==> config.mk <==
export PLATFORM = sky130hd
export DESIGN_NAME = seq_stage_controller
export DESIGN_NICKNAME = d
export VERILOG_FILES = /design/src/rtl/y86_pkg.sv /design/src/rtl/seq_stage_controller_mem_wait_timer.sv /design/src/rtl/seq_stage_controller.sv
export SDC_FILE = /design/constraint.sdc
export NUM_CORES = 1
export LEC_CHECK = 0
export CORE_UTILIZATION = 47
export DETAILED_ROUTE_END_ITERATION = 10
export MAX_ROUTING_LAYER = met4
export PLACE_DENSITY_LB_ADDON = 0.12
export SKIP_CTS_REPAIR_TIMING = 1
export SYNTH_ARGS = -nofsm -noshare
export SYNTH_HDL_FRONTEND = slang
export SYNTH_SLANG_ARGS = --single-unit
export TNS_END_PERCENT = 100
==> constraint.sdc <==
create_clock -name clk_i -period 2 [get_ports clk_i]
set_input_delay 0.3 -clock clk_i [delete_from_list [all_inputs] [get_ports clk_i]]
set_output_delay 0.3 -clock clk_i [all_outputs]
set_load 0.05 [all_outputs]
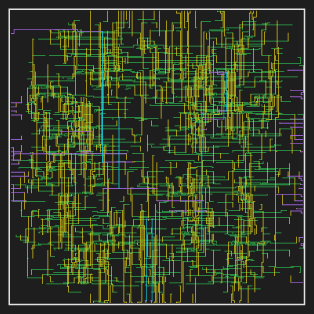
*Routed metal, one colour a layer*
Drawn at 3 px/µm.
layer	colour	wire length
M1	green	4,460 µm
M3	purple	289 µm
M2	yellow	4,600 µm
M4	cyan	193 µm
final WL: 9550 µm
via count: 3,550

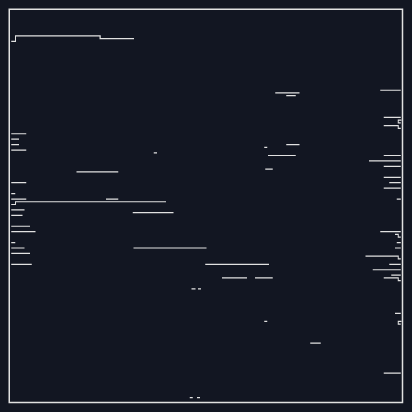
*The metal 3 layer*
Drawn at 4 px/µm.
longest straight run	37.5 µm
nets with wire on the layer	49
GRT met3 Usage: 0.0322

==> GITHUB_STEP_SUMMARY <==
### Metrics collected by this job

| Metric | Value |
|---|---|
| Status | finished with violations |
| Yosys aoi share | 0.0729 |
| Cell taking the most area after synthesis | dfrtp_1 |
| CTS tree | built |
| Stage-log warning count | 28 |
| P per Cell Area | a little under 1000 nW/µm² |
| Crit. End Element | output port |
| CTS buffer count | 9 |
| Clk_lat worst skew | about 0.35 ns |
| First-pass GRT wire length | approximately 16,000 µm |
| Pre-CTS WS | -0.175 ns |
| Crit. path cell count | 2 |
| Finished Layout Cells | ~660 |
| Sequential fraction of design power | 0.415 |
| Area grow syn2layout | 38.5% |
| DRC | 5 |
| DR vias/cell | between 5 and 6 |
| Synth top cells by count | 84 x dfrtp_1, 42 x nand2_1, 31 x xor2_1 |
| Post-synth seq share | 0.498 |
| P_comb | 2330 µW |
| H-tree levels | 3 |
| Post-synth regs | approximately 86 |
| Clock power share | 0.184 |
| FP Core Util | 0.491 |
| Mux frac, synth | 0.0174 |
| Initial antenna violation count | 0 |
| Post-Place Cells | 635 |
| Gate Area | approximately 2200 µm² |
| Flops | roughly 86 |
| Flop2flop setup slack | 0.08 ns |
| CTS root buffer | clkbuf_8 |
| Vias in the first global route | between 3,000 and 4,000 |
| Min-Delay Path Class | input port to asynchronous set/reset pin |
| Top cells by area | dfrtp_1 49%, xor2_1 6.3%, xnor2_1 5.9% |
| Post-Synthesis Mean Instance Area | 10.4 µm² |
| Cell Area, Placed | 5660 µm² |
| Fin nets | between 500 and 600 |
| Critical-path top delay cell | clkdlybuf4s50_1 |
| CP Data Required Time | approximately 1.7 ns |
| Rel. slew slack | 0.636 |
| Drt first pass iters | 7 |
| Post-Syn Area | ~4300 µm² |
| Tapcells | between 100 and 150 |
| Bufs and invs on worst path | 2 |
| Largest net degree at the start of global routing | approximately 41 |
| Main logic family | simple AND/OR/NAND/NOR gates |
| Flop area | around 2200 µm² |
| Fin. Hold Viols | 0 |
| Total GRT Usage | 0.214 |
| Logic share of the area | 0.363 |
| Core area | approximately 8800 µm² |
| Routed len/inst | between 10 and 15 µm |
| Clock Power | about 1100 µW |
| Most common cell in the netlist | dfrtp_1 |
| IO Port Bufs | 86 |
| 1st-iter DRT viols | ~140 |
| Sw Ratio | 0.404 |
| Post-synth EDFFs | 0 |
| Crit path launch type | flip-flop |
| Metal2 WL | roughly 4600 µm |
| Final WS setup | ~0.057 ns |
| NetSw | 2350 µW |
| MI comb cells | 306 |
| Non-Clock Buffer Count | 132 |
| Clock sinks | between 80 and 90 |
| Die area | roughly 9600 µm² |
| Fin util | 0.680 |
| Asr flop ratio synth | 1.00 |
| Met1 global-route usage | 0.288 |
| CTS max path bufs | 2 |
| Adder Area Share | 0.0145 |
| Seq pwr | roughly 2400 µW |
| Yosys stat cell total | 414 |
| Setup TNS | 0 ns |
| Reg clk slew, reported paths | about 0.080 ns |
| GRT overflow | 0 |
| Ant. Diodes | 0 |
| Worst slew pin tran | 0.544 ns |
| RePlAce Congestion | 0.856 |
| Clk_skew | 0.0148 ns |
| Max IR drop VDD | around 0.00067 V |
| Inverters | 13 |
| Layout fillers | 719 |
| Power consumption | between 5000 and 6000 µW |
| Top Family by Delay on Critical Path | buffers and inverters |
| Crit path kind | flip-flop to output port |
| Layout clock area frac | 0.0282 |
| Seq/total area | 0.371 |
| Top area contributor share | 0.486 |
| Metal-1 WL | between 4000 and 5000 µm |
| Failing checks | DRC |
| Fin crit period | around 2 ns |
| Static Leakage | 0.00275 µW |
| Hold WS | roughly 0.46 ns |
| Max Clk Rate | about 510 MHz |
| Largest class | registers |
| Most numerous logic cell after layout | clkdlybuf4s50_1 |
| M2 GR Usage | 0.325 |
| Synth unique cells | between 50 and 60 |
| Non-clock buffer share | 0.208 |
| Synth Instances | 414 |
Power and IR drop assume default switching activity.
